$ cat src/rtl/dmem_lsu.sv
// Load/store unit driving a word-addressed data memory with combinational read data.
// Sub-word loads are lane-extracted and extended; sub-word stores use read-modify-write.
module dmem_lsu #(
  parameter int DMEM_WORDS = 256,
  parameter int IDX_W      = 8
) (
  input  logic             clk,
  input  logic             rst_n,
  input  logic             req_valid,
  output logic             req_ready,
  input  logic             req_we,
  input  logic [2:0]       req_funct3,
  input  logic [31:0]      req_addr,
  input  logic [31:0]      req_wdata,
  output logic             resp_valid,
  output logic [31:0]      resp_rdata,
  output logic             resp_err,
  output logic [IDX_W-1:0] m_addr,
  output logic [31:0]      m_wdata,
  output logic             m_we,
  input  logic [31:0]      m_rdata
);

  localparam logic [2:0] S_IDLE   = 3'd0;
  localparam logic [2:0] S_LOAD   = 3'd1;
  localparam logic [2:0] S_WRITE  = 3'd2;
  localparam logic [2:0] S_RMW_RD = 3'd3;
  localparam logic [2:0] S_RMW_WR = 3'd4;

  localparam logic [31:0] ADDR_LIMIT = 32'(4 * DMEM_WORDS);

  logic [2:0]       state_q, state_d;
  logic [2:0]       f3_q, f3_d;
  logic [1:0]       lo_q, lo_d;
  logic [15:0]      wdata_q, wdata_d;
  logic             resp_valid_q, resp_valid_d;
  logic             resp_err_q, resp_err_d;
  logic [31:0]      resp_rdata_q, resp_rdata_d;
  logic [IDX_W-1:0] m_addr_q, m_addr_d;
  logic [31:0]      m_wdata_q, m_wdata_d;
  logic             m_we_q, m_we_d;

  logic accept_s, f3_bad_s, misal_s, range_s, err_s;

  function automatic logic [31:0] load_extract(input logic [2:0] f3, input logic [1:0] lo,
                                               input logic [31:0] word);
    logic [7:0]  b;
    logic [15:0] h;
    case (lo)
      2'd0:    b = word[7:0];
      2'd1:    b = word[15:8];
      2'd2:    b = word[23:16];
      2'd3:    b = word[31:24];
      default: b = 8'd0;
    endcase
    h = lo[1] ? word[31:16] : word[15:0];
    case (f3)
      3'b000:  load_extract = {{24{b[7]}}, b};
      3'b001:  load_extract = {{16{h[15]}}, h};
      3'b010:  load_extract = word;
      3'b100:  load_extract = {24'd0, b};
      3'b101:  load_extract = {16'd0, h};
      default: load_extract = 32'd0;
    endcase
  endfunction

  function automatic logic [31:0] store_merge(input logic is_half, input logic [1:0] lo,
                                              input logic [31:0] old, input logic [15:0] wd);
    logic [31:0] w;
    w = old;
    if (is_half) begin
      if (lo[1]) w[31:16] = wd;
      else       w[15:0]  = wd;
    end else begin
      case (lo)
        2'd0:    w[7:0]   = wd[7:0];
        2'd1:    w[15:8]  = wd[7:0];
        2'd2:    w[23:16] = wd[7:0];
        2'd3:    w[31:24] = wd[7:0];
        default: w = old;
      endcase
    end
    store_merge = w;
  endfunction

  // Request decode and error classification
  always_comb begin
    accept_s = req_valid && (state_q == S_IDLE);
    if (req_we) begin
      f3_bad_s = (req_funct3 > 3'b010);
    end else begin
      f3_bad_s = (req_funct3 == 3'b011) || (req_funct3[2:1] == 2'b11);
    end
    case (req_funct3[1:0])
      2'b01:   misal_s = req_addr[0];
      2'b10:   misal_s = (req_addr[1:0] != 2'b00);
      default: misal_s = 1'b0;
    endcase
    range_s = (req_addr >= ADDR_LIMIT);
    err_s   = f3_bad_s || misal_s || range_s;
  end

  // Next-state and output-register logic
  always_comb begin
    state_d      = state_q;
    f3_d         = f3_q;
    lo_d         = lo_q;
    wdata_d      = wdata_q;
    resp_valid_d = 1'b0;
    resp_err_d   = 1'b0;
    resp_rdata_d = 32'd0;
    m_addr_d     = m_addr_q;
    m_wdata_d    = m_wdata_q;
    m_we_d       = 1'b0;
    case (state_q)
      S_IDLE: begin
        m_addr_d  = '0;
        m_wdata_d = 32'd0;
        if (accept_s) begin
          f3_d    = req_funct3;
          lo_d    = req_addr[1:0];
          wdata_d = req_wdata[15:0];
          if (err_s) begin
            resp_valid_d = 1'b1;
            resp_err_d   = 1'b1;
          end else begin
            m_addr_d = req_addr[IDX_W+1:2];
            if (!req_we) begin
              state_d = S_LOAD;
            end else if (req_funct3 == 3'b010) begin
              state_d   = S_WRITE;
              m_we_d    = 1'b1;
              m_wdata_d = req_wdata;
            end else begin
              state_d = S_RMW_RD;
            end
          end
        end else begin
          state_d = S_IDLE;
        end
      end
      S_LOAD: begin
        resp_rdata_d = load_extract(f3_q, lo_q, m_rdata);
        resp_valid_d = 1'b1;
        m_addr_d     = '0;
        state_d      = S_IDLE;
      end
      S_WRITE: begin
        resp_valid_d = 1'b1;
        m_addr_d     = '0;
        m_wdata_d    = 32'd0;
        state_d      = S_IDLE;
      end
      S_RMW_RD: begin
        // The old word is merged as it is captured, so the write cycle drives it directly.
        m_wdata_d = store_merge(f3_q[0], lo_q, m_rdata, wdata_q);
        m_we_d    = 1'b1;
        state_d   = S_RMW_WR;
      end
      S_RMW_WR: begin
        resp_valid_d = 1'b1;
        m_addr_d     = '0;
        m_wdata_d    = 32'd0;
        state_d      = S_IDLE;
      end
      default: begin
        m_addr_d  = '0;
        m_wdata_d = 32'd0;
        state_d   = S_IDLE;
      end
    endcase
  end

  // State and output registers; async reset drops m_we immediately
  always_ff @(posedge clk or negedge rst_n) begin
    if (!rst_n) begin
      state_q      <= S_IDLE;
      f3_q         <= 3'd0;
      lo_q         <= 2'd0;
      wdata_q      <= 16'd0;
      resp_valid_q <= 1'b0;
      resp_err_q   <= 1'b0;
      resp_rdata_q <= 32'd0;
      m_addr_q     <= '0;
      m_wdata_q    <= 32'd0;
      m_we_q       <= 1'b0;
    end else begin
      state_q      <= state_d;
      f3_q         <= f3_d;
      lo_q         <= lo_d;
      wdata_q      <= wdata_d;
      resp_valid_q <= resp_valid_d;
      resp_err_q   <= resp_err_d;
      resp_rdata_q <= resp_rdata_d;
      m_addr_q     <= m_addr_d;
      m_wdata_q    <= m_wdata_d;
      m_we_q       <= m_we_d;
    end
  end

  assign req_ready  = (state_q == S_IDLE);
  assign resp_valid = resp_valid_q;
  assign resp_err   = resp_err_q;
  assign resp_rdata = resp_rdata_q;
  assign m_addr     = m_addr_q;
  assign m_wdata    = m_wdata_q;
  assign m_we       = m_we_q;

endmodule
$ cat config.mk
export PLATFORM = sky130hd
export DESIGN_NAME = dmem_lsu
export DESIGN_NICKNAME = d
export VERILOG_FILES = /design/src/rtl/dmem_lsu.sv
export SDC_FILE = /design/constraint.sdc
export NUM_CORES = 1
export LEC_CHECK = 0
export CORE_UTILIZATION = 45
export DETAILED_ROUTE_END_ITERATION = 12
export HOLD_SLACK_MARGIN = 0.12
export PLACE_DENSITY = 0.79
export SLEW_MARGIN = 20
export SYNTH_ARGS = -nofsm -noshare
export SYNTH_HDL_FRONTEND = slang
export SYNTH_SLANG_ARGS = --single-unit
export TNS_END_PERCENT = 20
$ cat constraint.sdc
create_clock -name clk -period 2.2 [get_ports clk]
set_input_delay 0.44 -clock clk [delete_from_list [all_inputs] [get_ports clk]]
set_output_delay 0.44 -clock clk [all_outputs]
set_load 0.005 [all_outputs]
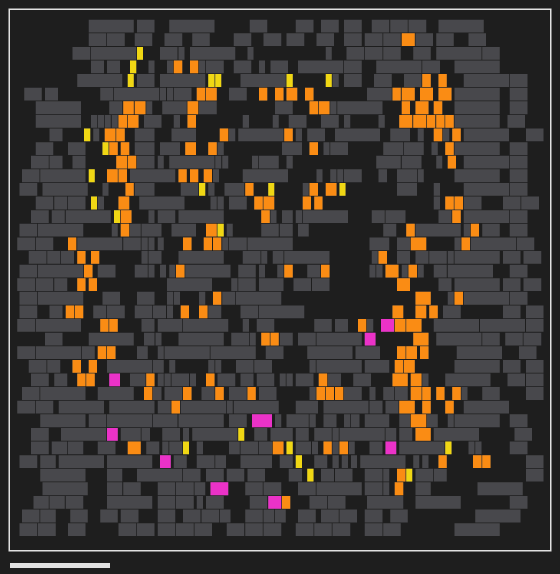
run_1/logic_types.png
Scale bar: 20 um.
orange -> aoi and oai cells  # cells 148
yellow -> inv cells  # cells 23
magenta -> and/or cells  # cells 9
Finished Layout Cells: 872
Comb/total area: 31.8%
Commonest Layout Cell: clkdlybuf4s50_1

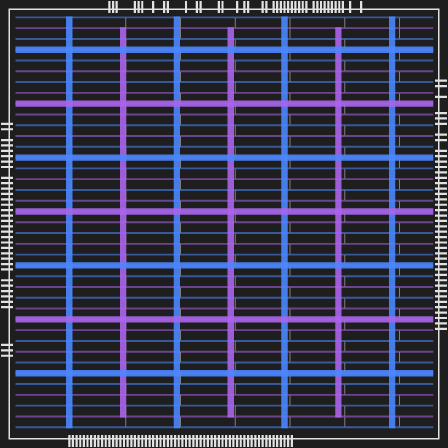
run_1/power_grid.png
Pins as bars on the die edge. Tap cells in grey.
blue -> VSS
purple -> VDD
met4 straps = 7
tap cells = 140
peak supply drop: 0.000319 V
core area: 10,900 um^2

==> results.toml, run 1 <==
# flow metrics
[power]
powerDensity_nw_per_um2 = 504
p_leak_nw = 3.31
total_power_w = 0.00367

[clocking]
numCtsBuffers = 9
ctsResizeCount = 0
clockBufferDepth = 2
cts-root-buf = "clkbuf_8"
insertion_delay_ns = 0.37
clkTransAtPathRegs_ns = 0.08
cts_max_level = 3
tritoncts = "done"
holdBufCountCts = 1
post_cts_buffers = 0
cts_sinks = 99

[detailed_routing]
routedWlPerCell_um = 18.6
ant_nets = 0
vias = 4915
vias_per_cell = 5.64
drt_iter0_drc = 310
drtPass1Iterations = 5
drc = 0
drt_wl_total_um = 16200

[floorplanning]
initCoreUtil_pct = 46.4
die_h_um = 108
fp-row-count = 38
die-area_um2 = 11700
die_w_um = 108
ioPinCount = 179

[synth]
ys_seq_share_pct = 49.1
ys_warn_count = 0
synth_chip_area_um2 = 5050
synth-async-reset-ratio_pct = 100
syn_inst = 542
synth_top_cell_by_area = "dfrtp_1"
synthTopCellsByCount = "dfrtp_1, nand2_1, a21oi_1, o21ai_0, mux2i_1"
netlist_area_um2 = 5050
ys_cells = 542
topCellsByArea = "dfrtp_1, nand2_1, mux2i_1"
synth.distinct_cells = 45
avgSynthCellArea_um2 = 9.32
ys.flop_type = "dfrtp_1"
top_cell = "dfrtp_1"
ys_ff = 99
edf_count = 0
synth_nets = 648
top_cell_area_share_pct = 49.1

[grt]
grt_pass1_vias = 4801
grt_first_pass_wirelength_um = 25400
grt_usage_pct = 29.2
grt_start_max_net_pins = 42
antenna_found_initial = 0
overflow = 0

[finish]
areaGrowthSynthToFinish_pct = 44.3
diodes = 0
fill_cells = 897
nets = 833
drive_gt1_share_pct = 9.84
fin_util_pct = 66.9

[sta]
min_period_ns = 2.15
relSlewSlack_pct = 59.5
fin_crit_sh_pct = 97.9
fmax_mhz = 464
holdWs_ns = 0.511
slew_viol_final = 0
setup_viol = 0
finalHoldViolations = 0
worstMarginPinSlew_ns = 0.607
rsz0062_at_grt = "false"
fin_skew_ns = 0.00988

[placement]
gp_congestion = 0.867
io_buffer_count = 178
dp_hpwl_um = 12500

[worst_setup_path]
cp_num_buf_inv = 1
endpoint_kind = "output port"
critical_path_class = "reg2out"
worst_ep_arrival_time_ns = 1.71
cp_max_fo = 5
startpoint_type = "flop"
worstPathRequired_ns = 1.76
cpPeakStageDelay_ns = 0.60
worst_path_max_delay_cell = "clkdlybuf4s50_1"
crit_chain = "nor3_1 -> clkdlybuf4s50_1"
cp_top_family = "buffers and inverters"

[worst_hold_path]
hp-class = "reg2reg"

[job]
warning_count = 28
max-cap-violations = 0

[run_status]
status = "completed"
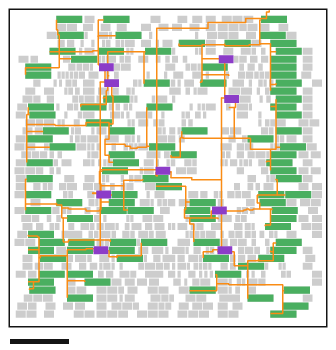
run_1/clk_routes.png
Scale bar: 20 um.
purple -> clock drivers  # count 9
green -> flip-flops  # count 99
orange -> clock wires  # length 1,160 um
flops lie = spread over the die
routed clock nets = 10

## run 1: logic make-up after synthesis
kind of cell	synth area share (%)
buffers and inverters	5.00
xor gates and xnor gates	0.173
and+or+nand+nor	13.3
AOI/OAI and AO/OA	21.7
adders and majority gates	0.743
muxes	10.1
DFF	49.1
## run 1: worst reg2reg max path, cell delays in order (launching register included)
cell     delay [ns]
dfrtp_1        0.60
nand2_1        0.28
nor2_1         0.53
a22oi_1        0.20
a21oi_1        0.21
## run 1: metal layers
| layer | wire length, um | global-route usage, % |
|---|---|---|
| met1 | 6980 | 39.6 |
| met2 | 7480 | 46.1 |
| met4 | 539 | 14.3 |
| met5 | 0 | 0 |
| met3 | 1180 | 3.98 |
## run 1: layout by cell type (no fill, tap or decap), types with 3 or more instances in the layout
| cell | Yosys | layout |
|---|---|---|
| nand2_1 | 98 | 98 |
| inv_1 | 23 | 23 |
| a21oi_1 | 57 | 57 |
| buf_4 | 1 | 31 |
| mux2i_1 | 33 | 33 |
| clkdlybuf4s50_1 | 0 | 177 |
| and2_1 | 5 | 5 |
| clkbuf_8 | 0 | 11 |
| nor4_1 | 5 | 5 |
| o22ai_1 | 23 | 23 |
| nand2b_1 | 6 | 6 |
| o221ai_1 | 7 | 7 |
| o21ai_1 | 10 | 10 |
| a22oi_1 | 7 | 7 |
| mux2_2 | 16 | 16 |
| a22o_1 | 8 | 8 |
| a21o_1 | 24 | 24 |
| clkbuf_1 | 20 | 3 |
| o21ai_0 | 39 | 39 |
| nor2b_1 | 3 | 3 |
| dfrtp_1 | 99 | 99 |
| ha_1 | 3 | 3 |
| nor2_1 | 17 | 17 |
## run 1: metrics by stage
step           TNS, ns  setup slack [ns]  instances  cell area (um^2)
2_1_floorplan        0             0.424        542              5050
3_3_place_gp    -0.336           -0.0386        855              7100
3_5_place_dp     -2.04            -0.133        855              7100
4_1_cts              0            0.0344        872              7290
5_1_grt              0           0.00263        872              7290
6_report             0            0.0460        872              7290
## run 1: layout make-up
cell class	count	area (um^2)	area share, %
clock buffers	14	163	2.23
clock inverters	2	10.0	0.137
inverters	23	86.3	1.18
multi-input cells	383	2320	31.8
flip-flops and latches	99	2480	34.0
well taps	140	175	2.40
repair buffers	211	2050	28.2
## run 1: report_power, final
| part | leakage, nW | internal [W] | switching, W |
|---|---|---|---|
| registers | 1.34 | 0.00185 | 0.0000534 |
| clock network | 0.0905 | 0.000472 | 0.000608 |
| logic | 1.87 | 0.000341 | 0.000345 |
| total | 3.31 | 0.00267 | 0.00101 |
## run 1: sequential cells by signal (all words and copies together) (netlist names)
name	flops
m_wdata	32
lo_q	2
resp_valid	1
resp_err	1
resp_rdata	32
f3_q	3
state_q	3
m_addr	8
m_we	1
wdata_q	16
## run 1: worst paths after layout
path / slack (ns) / from / cells past startpoint / end
min in group asynchronous: 0.57 / rst_n / 2 / m_wdata[2]
worst max register to register: 0.31 / lo_q[1] / 4 / resp_rdata[14]
worst min register to register: 0.51 / m_addr[2] / 1 / m_addr[2]
worst max-delay path: 0.05 / state_q[1] / 2 / req_ready
max in group asynchronous: 1.06 / rst_n / 3 / m_wdata[7]
worst min-delay path: 0.51 / m_addr[2] / 1 / m_addr[2]
run_1/placement_by_type.png
Scale bar: 20 um.
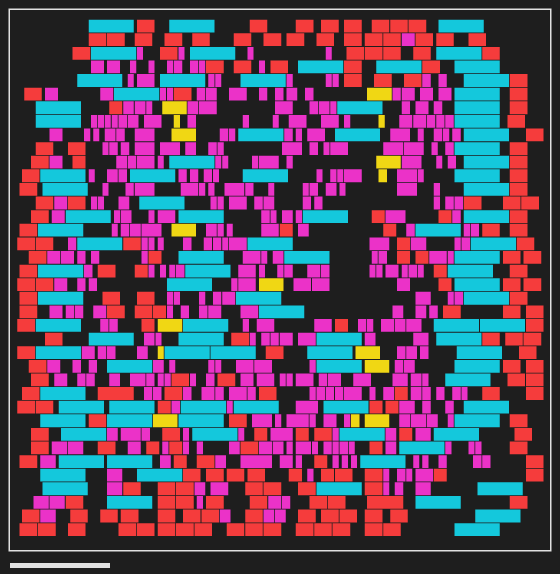

--- run 2 (diff from run 1) ---
--- a/config.mk
+++ b/config.mk
@@ -9,6 +9,7 @@
 export DETAILED_ROUTE_END_ITERATION = 12
 export HOLD_SLACK_MARGIN = 0.12
 export PLACE_DENSITY = 0.79
+export SKIP_LAST_GASP = 1
 export SLEW_MARGIN = 20
 export SYNTH_ARGS = -nofsm -noshare
 export SYNTH_HDL_FRONTEND = slang
==> constraint.sdc (replaced) <==
create_clock -name clk -period 2.7 [get_ports clk]
set_input_delay 0.54 -clock clk [delete_from_list [all_inputs] [get_ports clk]]
set_output_delay 0.54 -clock clk [all_outputs]
set_load 0.005 [all_outputs]
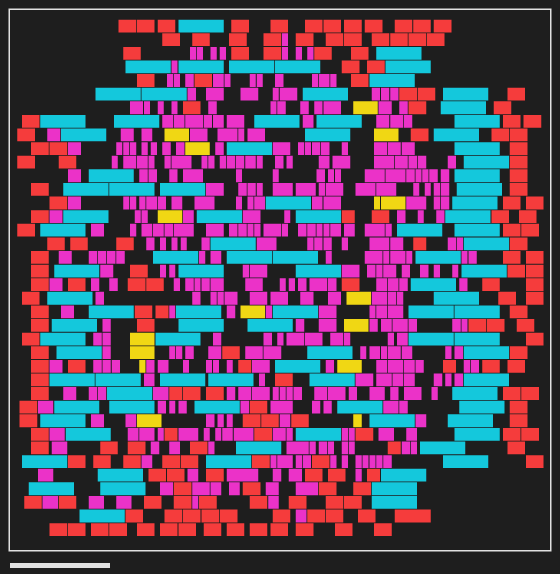
run_2/placement_by_type.png
Scale bar: 20 um.
yellow -> clock drivers and dummy loads  # cells 16, share of their area 2.8%
red -> remaining buffers and delay cells  # cells 187, share of their area 27%
cyan -> sequential cells  # cells 99, share of their area 36%
magenta -> combinational and other logic  # cells 406, share of their area 35%
flop share of the area: 34.8%
Rows: 38
post-route cell area: 7110 um^2

==> run 2 against run 1 <==
Register-to-register slack improved by 0.26 ns. Sequential share of layout area rose by 0.84 points. Clock power is about 10% lower. Worst setup slack gained 0.41 ns. Worst hold slack worse by 0.29 ns. Critical endpoint is now m_wdata[17]. Highest routed layer unchanged.
==> results.toml, run 2 <==
# flow metrics
[finish]
drive_gt1_share_pct = 7.06
lay_top_cells = "clkdlybuf4s50_1, dfrtp_1, nand2_1"
nets = 809
fin_util_pct = 65.3
diodes = 0
layout_top_cell = "clkdlybuf4s50_1"
layout.cells.non_filler = 848
areaGrowthSynthToFinish_pct = 40.8

[synth]
ys_cells = 542
ys_ff = 99
synth_top_cell_by_area = "dfrtp_1"
topCellsByArea = "dfrtp_1, nand2_1, mux2i_1"
ys_warn_count = 0
synthTopCellsByCount = "dfrtp_1, nand2_1, a21oi_1, o21ai_0, mux2i_1"
ys_seq_share_pct = 49.1
edf_count = 0
synth-async-reset-ratio_pct = 100
synth_nets = 648
ys_sh_simple_pct = 13.3
adder_share_pct = 0.743
netlist_area_um2 = 5050
synth.distinct_cells = 45
avgSynthCellArea_um2 = 9.32
top_cell_area_share_pct = 49.1
top_logic_kind = "AND-OR/OR-AND gates"
top_cell = "dfrtp_1"
syn_inst = 542
ys_sh_aoi_pct = 21.7
yosys-mux-area-fraction_pct = 10.1
synth_chip_area_um2 = 5050
synthXorXnorAreaFrac_pct = 0.173
ys.flop_type = "dfrtp_1"

[clocking]
numCtsBuffers = 9
cts_sinks = 99
cts_max_level = 3
holdBufCountCts = 0
clkTransAtPathRegs_ns = 0.09
tritoncts = "done"
clockBufferDepth = 2
ctsResizeCount = 0
post_cts_buffers = 0
cts-root-buf = "clkbuf_8"
insertion_delay_ns = 0.36

[sta]
fin_crit_sh_pct = 83.1
relSlewSlack_pct = 56.6
setup_viol = 0
fin_tns_setup_ns = 0
fin_skew_ns = 0.00822
rsz0062_at_grt = "false"
fmax_mhz = 446
min_period_ns = 2.24
worstMarginPinSlew_ns = 0.650
slew_viol_final = 0
finalHoldViolations = 0
holdWs_ns = 0.223

[floorplanning]
die-area_um2 = 11700
die_w_um = 108
die_h_um = 108
initCoreUtil_pct = 46.4
ioPinCount = 179
core_area_um2 = 10900

[grt]
overflow = 0
grt_usage_pct = 27.7
grt_start_max_net_pins = 100
antenna_found_initial = 0
grt_pass1_vias = 4701
grt_first_pass_wirelength_um = 24300

[placement]
io_buffer_count = 178
gp_congestion = 0.914
dpl.cell_count = 832
dp_hpwl_um = 11700

[job]
warning_count = 28
max-cap-violations = 0

[power]
powerDensity_nw_per_um2 = 423
vdd_drop_max_v = 0.000257
combPwrFrac_pct = 17.4
p_leak_nw = 3.20
p_sw_w = 0.000804
internal_power_w = 0.00220
seqPwrFrac_pct = 51.7
switching_share_pct = 26.7
pwr-share-clk_pct = 30.9
total_power_w = 0.00301

[detailed_routing]
ant_nets = 0
wl_met2_um = 7450
routedWlPerCell_um = 18.5
wl_met1_um = 6400
drc = 0
drt_iter0_drc = 521
drt_wl_total_um = 15700
drtPass1Iterations = 7
highest_layer = "met4"
vias_per_cell = 5.67
route.met3.wl_um = 1360
vias = 4805

[worst_setup_path]
startpoint_type = "input port"
cpPeakStageDelay_ns = 0.54
critical_path_class = "in2reg"
crit_chain = "clkdlybuf4s50_1 -> inv_1 -> ha_1 -> o21ai_0 -> a21o_2 -> nand4_1 -> nor2_2 -> a21o_1"
worst_path_max_delay_cell = "nor2_2"
worst_ep_arrival_time_ns = 2.54
endpoint_kind = "flop"
cp_max_fo = 16
worstPathRequired_ns = 2.99

[run_status]
status = "completed"

[worst_hold_path]
hp-class = "in2async"
-- run 2: power by group through the flow --
stage	logic, W	registers, W	clock network, W
after CTS	0.000517	0.00155	0.000934
after global routing	0.000562	0.00156	0.000994
after detailed placement	0.000514	0.00158	0
after global placement	0.000503	0.00158	0
final	0.000523	0.00155	0.000930
after floorplan	0.000248	0.00156	0
-- run 2: per-stage QoR --
step                cell area (um^2)  worst slack, ns
floorplan                       5050            0.824
global placement                6920            0.217
detailed placement              6920           0.0939
CTS                             7110            0.458
global route                    7110            0.345
finish                          7110            0.455
-- run 2: cell families after synthesis --
logic type	after synthesis
xor+xnor	1
buf+inv	60
fa+ha+maj	3
mux	49
flops	99
compound gates	182
simple gates	148
-- run 2: path summary, 6_finish.rpt --
kind / slack, ns / depth (start not counted) / from / to
max: 0.46 / 8 / req_funct3[0] / m_wdata[17]
min: 0.22 / 2 / rst_n / f3_q[0]
max in group asynchronous: 2.09 / 2 / rst_n / m_wdata[19]
min in group clk: 0.52 / 1 / m_addr[7] / m_addr[7]
min reg2reg: 0.52 / 1 / m_addr[7] / m_addr[7]
max reg2reg: 0.57 / 5 / state_q[2] / resp_rdata[27]
-- run 2: worst max-delay path: cells and delay by family --
| kind | cells | cell delay (ns) |
|---|---|---|
| buffers and inverters | 2 | 0.60 |
| AND/OR/NAND/NOR | 2 | 0.70 |
| AND-OR/OR-AND | 3 | 0.48 |
| adder cells (fa/ha/maj) | 1 | 0.22 |
-- run 2: final cells by class --
cell class,count,area (um^2)
well taps,140,175
flip-flops and latches,99,2480
repair buffers,187,1860
inverters,23,86.3
fillers,890,3780
multi-input cells,383,2320
clock inverters,1,5.00
clock buffers,15,186
-- run 2: layer usage --
| metal | vias up | track usage (%) |
|---|---|---|
| met2 | 269 | 45.1 |
| met1 | 2275 | 36.2 |
| met5 | - | 0 |
| met3 | 35 | 5.18 |
| met4 | 0 | 11.4 |
| li1 | 2226 | - |
Power figures rest on the tool's default switching activity, not on a simulated workload.
